--- config.mk ---
export PLATFORM = sky130hd
export DESIGN_NAME = fetch_pc_sequencer
export DESIGN_NICKNAME = d
export VERILOG_FILES = /design/src/rtl/fetch_pc_sequencer.sv
export SDC_FILE = /design/constraint.sdc
export NUM_CORES = 1
export LEC_CHECK = 0
export CAP_MARGIN = 20
export CORE_MARGIN = 4
export CORE_UTILIZATION = 50
export DETAILED_ROUTE_END_ITERATION = 8
export PLACE_DENSITY = 0.93
export SETUP_SLACK_MARGIN = 0.15
export SLEW_MARGIN = 20
export SYNTH_ARGS = -nofsm -noshare
export SYNTH_HDL_FRONTEND = slang
export SYNTH_SLANG_ARGS = --single-unit
export TNS_END_PERCENT = 100
--- constraint.sdc ---
create_clock -name clk -period 2.8 [get_ports clk]
set_input_delay 0.28 -clock clk [delete_from_list [all_inputs] [get_ports clk]]
set_output_delay 0.28 -clock clk [all_outputs]
set_load 0.01 [all_outputs]
--- src/rtl/fetch_pc_sequencer.sv ---
// Next-PC controller for the 5-stage pipeline: arbitrates trap, EX redirect, load-use and
// instruction-memory wait, and drives the PC register plus IF/ID and ID/EX stall/flush controls.
module fetch_pc_sequencer #(
  parameter int unsigned          XLEN     = 32,
  parameter logic [XLEN-1:0]      RESET_PC = '0,
  parameter logic [XLEN-1:0]      TRAP_VEC = XLEN'(32'h0000_0100),
  parameter int unsigned          CNT_W    = 32
) (
  input  logic             clk,
  input  logic             reset,
  input  logic [XLEN-1:0]  pc_cur,
  output logic [XLEN-1:0]  pc_next,
  output logic             stall_pc,
  output logic             imem_req,
  input  logic             imem_ready,
  input  logic             load_use_hazard,
  input  logic             redirect_valid,
  input  logic [XLEN-1:0]  redirect_target,
  input  logic             trap_valid,
  output logic             stall_if_id,
  output logic             flush_if_id,
  output logic             flush_id_ex,
  output logic [CNT_W-1:0] stall_cycles
);

  typedef enum logic [1:0] {StBoot, StRun, StHold} state_e;

  state_e          state_q, state_d;
  logic [XLEN-1:0] held_q, held_d;
  logic            held_trap_q, held_trap_d;
  logic [CNT_W-1:0] stall_cnt_q;
  logic [XLEN-1:0] redirect_aligned;
  logic [XLEN-1:0] event_target;

  assign redirect_aligned = {redirect_target[XLEN-1:2], 2'b00};
  assign event_target     = trap_valid ? TRAP_VEC : redirect_aligned;

  always_comb begin
    state_d     = state_q;
    held_d      = held_q;
    held_trap_d = held_trap_q;
    pc_next     = pc_cur;
    stall_pc    = 1'b1;
    imem_req    = 1'b0;
    stall_if_id = 1'b0;
    flush_if_id = 1'b1;
    flush_id_ex = 1'b1;

    if (reset) begin
      pc_next     = RESET_PC;
      state_d     = StBoot;
      held_d      = '0;
      held_trap_d = 1'b0;
    end else begin
      case (state_q)
        StBoot: state_d = StRun;

        StRun: begin
          imem_req = 1'b1;
          if (trap_valid || redirect_valid) begin
            if (imem_ready) begin
              pc_next  = event_target;
              stall_pc = 1'b0;
            end else begin
              // Fetch still in flight: park the target until it completes.
              held_d      = event_target;
              held_trap_d = trap_valid;
              state_d     = StHold;
            end
          end else if (load_use_hazard) begin
            stall_if_id = 1'b1;
            flush_if_id = 1'b0;
          end else if (!imem_ready) begin
            flush_id_ex = 1'b0;
          end else begin
            pc_next     = pc_cur + XLEN'(4);
            stall_pc    = 1'b0;
            flush_if_id = 1'b0;
            flush_id_ex = 1'b0;
          end
        end

        StHold: begin
          imem_req = 1'b1;
          // A latched trap target cannot be displaced by a later redirect.
          if (trap_valid) begin
            held_d      = TRAP_VEC;
            held_trap_d = 1'b1;
          end else if (redirect_valid && !held_trap_q) begin
            held_d = redirect_aligned;
          end
          if (imem_ready) begin
            pc_next     = trap_valid ? TRAP_VEC : held_q;
            stall_pc    = 1'b0;
            held_trap_d = 1'b0;
            state_d     = StRun;
          end
        end

        default: state_d = StBoot;
      endcase
    end
  end

  always_ff @(posedge clk) begin
    state_q     <= state_d;
    held_q      <= held_d;
    held_trap_q <= held_trap_d;
  end

  // Saturating count of PC-hold cycles.
  always_ff @(posedge clk) begin
    if (reset) begin
      stall_cnt_q <= '0;
    end else if (stall_pc && (stall_cnt_q != {CNT_W{1'b1}})) begin
      stall_cnt_q <= stall_cnt_q + CNT_W'(1);
    end
  end

  assign stall_cycles = stall_cnt_q;

endmodule

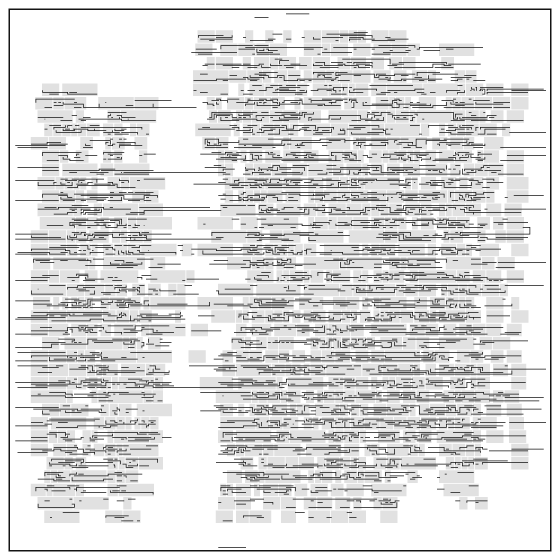
(the metal 1 layer)
Cells faint in the background.
The layer carries 7,460 um of wire. The wires run mostly horizontal.
fraction of met1 tracks used by global routing: 0.373
Total Routed Length: 20.9 mm
total number of vias: 6,932

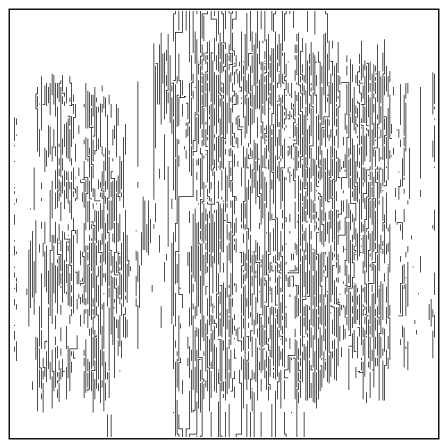
(signal wires on met2)
The layer holds 48% of the routed length. 862 nets have wire on it. The wires run mostly vertical. The longest straight run is 49.0 um. The layer carries 9,950 um of wire.

==> impl_report.txt <==
PHYSICAL IMPLEMENTATION REPORT
----------------------------------------------------
[Place]
  Post-DP HPWL ........................ 13.8 mm
  Number of I/O port buffers ........................ 136
  Final RePlAce weighted congestion ........................ 1.02
  Setup Slack @ Placement ........................ -0.544 ns

[Setup path]
  Worst-path fanout max ........................ 12
  End of the worst register-to-register path ........................ stall_cycles[9]
  Data required time at the worst endpoint ........................ 2.52 ns
  Launching element type of the critical path ........................ register
  Register-to-Register Setup Slack ........................ 0.27 ns
  List of cells traversed by the critical path ........................ inv_1 -> ha_1 -> inv_1 -> buf_4 -> a221oi_1 -> a221oi_1 -> clkdlybuf4s15_2
  Type of the worst setup path ........................ reg2out
  Cell with the largest stage delay on the worst path ........................ sky130_fd_sc_hd__a221oi_1
  CP endpoint kind ........................ output pin
  Number of buffers and inverters on the critical path ........................ 4
  Delay of the slowest critical-path stage ........................ 0.39 ns
  Signal arrival time at the worst endpoint ........................ 2.57 ns
  Crit Reg-Reg Startpoint ........................ stall_cycles[19]
  Family with the most delay on the worst path ........................ buffers and inverters
  Reg2reg path depth ........................ 5

[Route]
  Routed length per instance ........................ 20.7 um
  DRT iter0 DRCs ........................ 827
  DR DRC count ........................ 0
  Routed Antenna Nets ........................ 0
  Detailed-router iteration count before antenna repair ........................ 7
  Via density per instance ........................ 6.86

[Clock network]
  Clock transition time at the flip-flop clock pins of the worst setup and hold paths ........................ 0.08 ns
  Clock buffer depth ........................ 2
  Number of hold-repair buffers added at the cts stage ........................ 0
  Clock latency reported for the late side of the worst-skew pair ........................ 0.36 ns
  Clock tree from TritonCTS ........................ built
  CTS Buf Count ........................ 9
  TritonCTS sink count ........................ 65
  Cell at the root of the clock tree ........................ sky130_fd_sc_hd__clkbuf_8
  H-tree level count ........................ 3

[GRT]
  Global route overflow ........................ 0
  Number of global-route vias before repair ........................ 6,708
  Maximum number of pins on one net before global-route repair ........................ 101
  Antenna violations before repair ........................ 0
  Global-route wire length before repair ........................ 31.6 mm

[Synth]
  Area leader share ........................ 0.250
  Top cell type by total area after synthesis ........................ sky130_fd_sc_hd__dfxtp_1
  Synth async-reset ratio ........................ 0
  Syn Inst Count ........................ 707
  Main synth FF type ........................ sky130_fd_sc_hd__dfxtp_1
  Cell total in the yosys stat output ........................ 707
  Number of synthesis warnings ........................ 0
  Synth top cell by count ........................ sky130_fd_sc_hd__a21oi_1
  Post-synthesis cell area ........................ 0.00522 mm2
  Area of the synthesized netlist per yosys stat ........................ 0.00522 mm2
  Number of enable flip-flop cells ........................ 0
  Syn nets ........................ 782
  List of most frequent post-synthesis cells ........................ 83 x sky130_fd_sc_hd__a21oi_1, 82 x sky130_fd_sc_hd__nand2_1, 65 x sky130_fd_sc_hd__dfxtp_1
  Synth unique cells ........................ 69
  Synth flops ........................ 65
  Post-synthesis sequential area ratio ........................ 0.250
  Syn_area_per_cell ........................ 7.38 um2
  Largest cells by area ........................ sky130_fd_sc_hd__dfxtp_1 25%, sky130_fd_sc_hd__a21oi_1 8.0%, sky130_fd_sc_hd__nand2_1 5.9%

[Pwr]
  Total power of the final layout ........................ 2.91 mW
  Pwr dens ........................ 389 mW/mm2
  Leakage power summed over all cells ........................ 2.67 nW
  Worst-case vdd ir drop ........................ 0.288 mV

[Final timing]
  Worst slew pin tran ........................ 0.789 ns
  Share of the clock period used by the worst path ........................ 1.02
  Achievable Freq ........................ 0.351 GHz
  Final worst path period need ........................ 2.85 ns
  Final tally of setup violations ........................ 1
  Worst clock skew ........................ 0.0106 ns
  Setup repair after global routing missed its margin ........................ yes
  Worst hold slack ........................ 0.459 ns
  Setup TNS ........................ -0.0457 ns
  Final number of hold-violating endpoints ........................ 0
  Max-slew headroom at the worst pin ........................ 0.471
  Number of max-slew violations in the final report ........................ 0
  Post-route setup slack ........................ -0.0457 ns

[Min path]
  Worst Hold Endpoint ........................ held_q[30]
  Kind of path behind the tightest hold check ........................ reg2reg
  Hold_sp ........................ held_q[30]
  Hold path depth ........................ 2

[Floorplan]
  Die extent in y ........................ 110 um
  Die W ........................ 110 um
  Area of the placeable core ........................ 0.0102 mm2
  Pre-Place Util ........................ 0.510
  Total Die Area ........................ 0.0121 mm2
  Core Rows ........................ 37
  Count of pins on the block boundary ........................ 139

[Layout]
  Final nets ........................ 944
  Layout cells sized above 1 ........................ 0.198
  Storage cell area ........................ 0.00130 mm2
  Area Overhead vs Synth ........................ 43.2%
  Antenna cells ........................ 0
  Count of fill cells added during filler insertion ........................ 703
  Multi-input gate area in the final layout ........................ 0.00376 mm2

[Outcome]
  Violated checks ........................ negative setup slack
  Outcome ........................ finished, violations left

[Run]
  Max-Cap Viols ........................ 0
  Total number of warnings across the stage logs ........................ 34

----------------------------------------------------
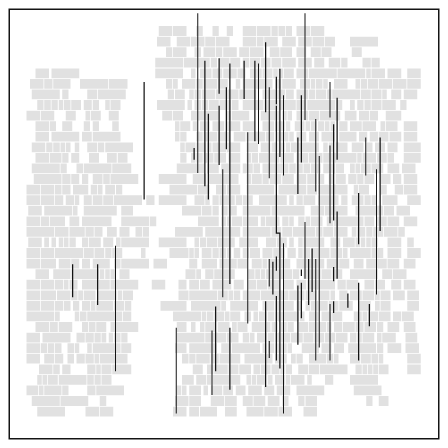
(M4 wires)
Cells faint in the background.
The longest straight run is 56.4 um. 55 nets have wire on it. The layer carries 1,160 um of wire. The wires run mostly vertical.

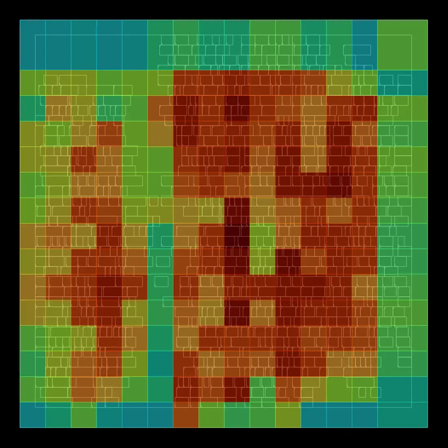
(congestion heat map)
GRT met3 Usage: 0.0588
Total Routing Usage GR: 0.323

## sequential cells by signal, summed over array words and instances (netlist names)
signal / flops
held_q: 30
state_q: 2
held_trap_q: 1
stall_cycles: 32
## metal layers
| layer | up-vias | GRT usage | wire length [um] |
|---|---|---|---|
| met1 | 3229 | 0.373 | 7460 |
| met3 | 142 | 0.0588 | 2290 |
| met4 | 0 | 0.197 | 1160 |
| met5 | - | 0 | 0 |
| li1 | 2988 | - | - |
| met2 | 573 | 0.553 | 9950 |
## worst max path at each step
stage / start / to / depth (start not counted)
6_report: state_q[1] / pc_next[16] / 7
3_3_place_gp: pc_cur[2] / pc_next[14] / 8
3_5_place_dp: pc_cur[2] / pc_next[14] / 8
4_1_cts: pc_cur[5] / pc_next[13] / 9
2_1_floorplan: imem_ready / pc_next[20] / 7
5_1_grt: state_q[1] / pc_next[6] / 7
## through the flow
step | cell area, um2 | util | instances
3_5_place_dp | 7100 | 0.694 | 987
2_1_floorplan | 5220 | - | 707
4_1_cts | 7370 | 0.720 | 1004
5_1_grt | 7470 | 0.730 | 1010
3_3_place_gp | 7100 | 0.694 | 987
6_report | 7470 | 0.730 | 1010
## worst register-to-register path, stage by stage, from the launching register on
cell and delay [ns]:
sky130_fd_sc_hd__dfxtp_1 0.47, sky130_fd_sc_hd__nand4_2 0.28, sky130_fd_sc_hd__or4_4 0.65, sky130_fd_sc_hd__o31ai_2 0.73
sky130_fd_sc_hd__or4_1 0.21, sky130_fd_sc_hd__a21oi_1 0.07
## placed cells by master (no fill, tap or decap), types with 16 or more instances in the layout
cell,count
sky130_fd_sc_hd__a221oi_1,19
sky130_fd_sc_hd__dfxtp_1,64
sky130_fd_sc_hd__nand3b_1,35
sky130_fd_sc_hd__xnor2_1,17
sky130_fd_sc_hd__dlygate4sd2_1,23
sky130_fd_sc_hd__a22oi_1,16
sky130_fd_sc_hd__nand2_1,79
sky130_fd_sc_hd__o21ai_0,26
sky130_fd_sc_hd__a21oi_1,83
sky130_fd_sc_hd__inv_1,31
sky130_fd_sc_hd__nor2_1,29
sky130_fd_sc_hd__clkdlybuf4s50_1,91
sky130_fd_sc_hd__buf_4,70
## cell type report
class	instances	area share
tap	136	0.0228
multi-input combinational	547	0.504
inverter	31	0.0156
clock buffer	13	0.0186
timing repair buffer	215	0.262
clock inverter	3	0.00235
sequential	65	0.174
## cells by family (layout without fill, tap and decap cells)
logic type / after synthesis / after routing / share of synthesized area
compound gates: 245 / 246 / 0.321
xor+xnor: 23 / 23 / 0.0386
fa+ha+maj: 5 / 5 / 0.0120
buf+inv: 96 / 262 / 0.0737
flops: 65 / 65 / 0.250
mux: 4 / 4 / 0.00840
simple gates: 269 / 269 / 0.297
## report_power, final
group | internal, mW | switching [mW] | leakage, nW
logic | 0.526 | 0.670 | 2.07
registers | 0.966 | 0.0370 | 0.526
clock network | 0.320 | 0.387 | 0.0774
total | 1.81 | 1.09 | 2.67
## timing repair
item,4_1_cts,5_1_grt
endpoints found under the setup margin,34,36
gates resized,109,29
gates cloned,0,1
buffers inserted,1,5
pin swaps,10,7
endpoints found under the hold margin,0,0
Power and IR drop assume default switching activity.
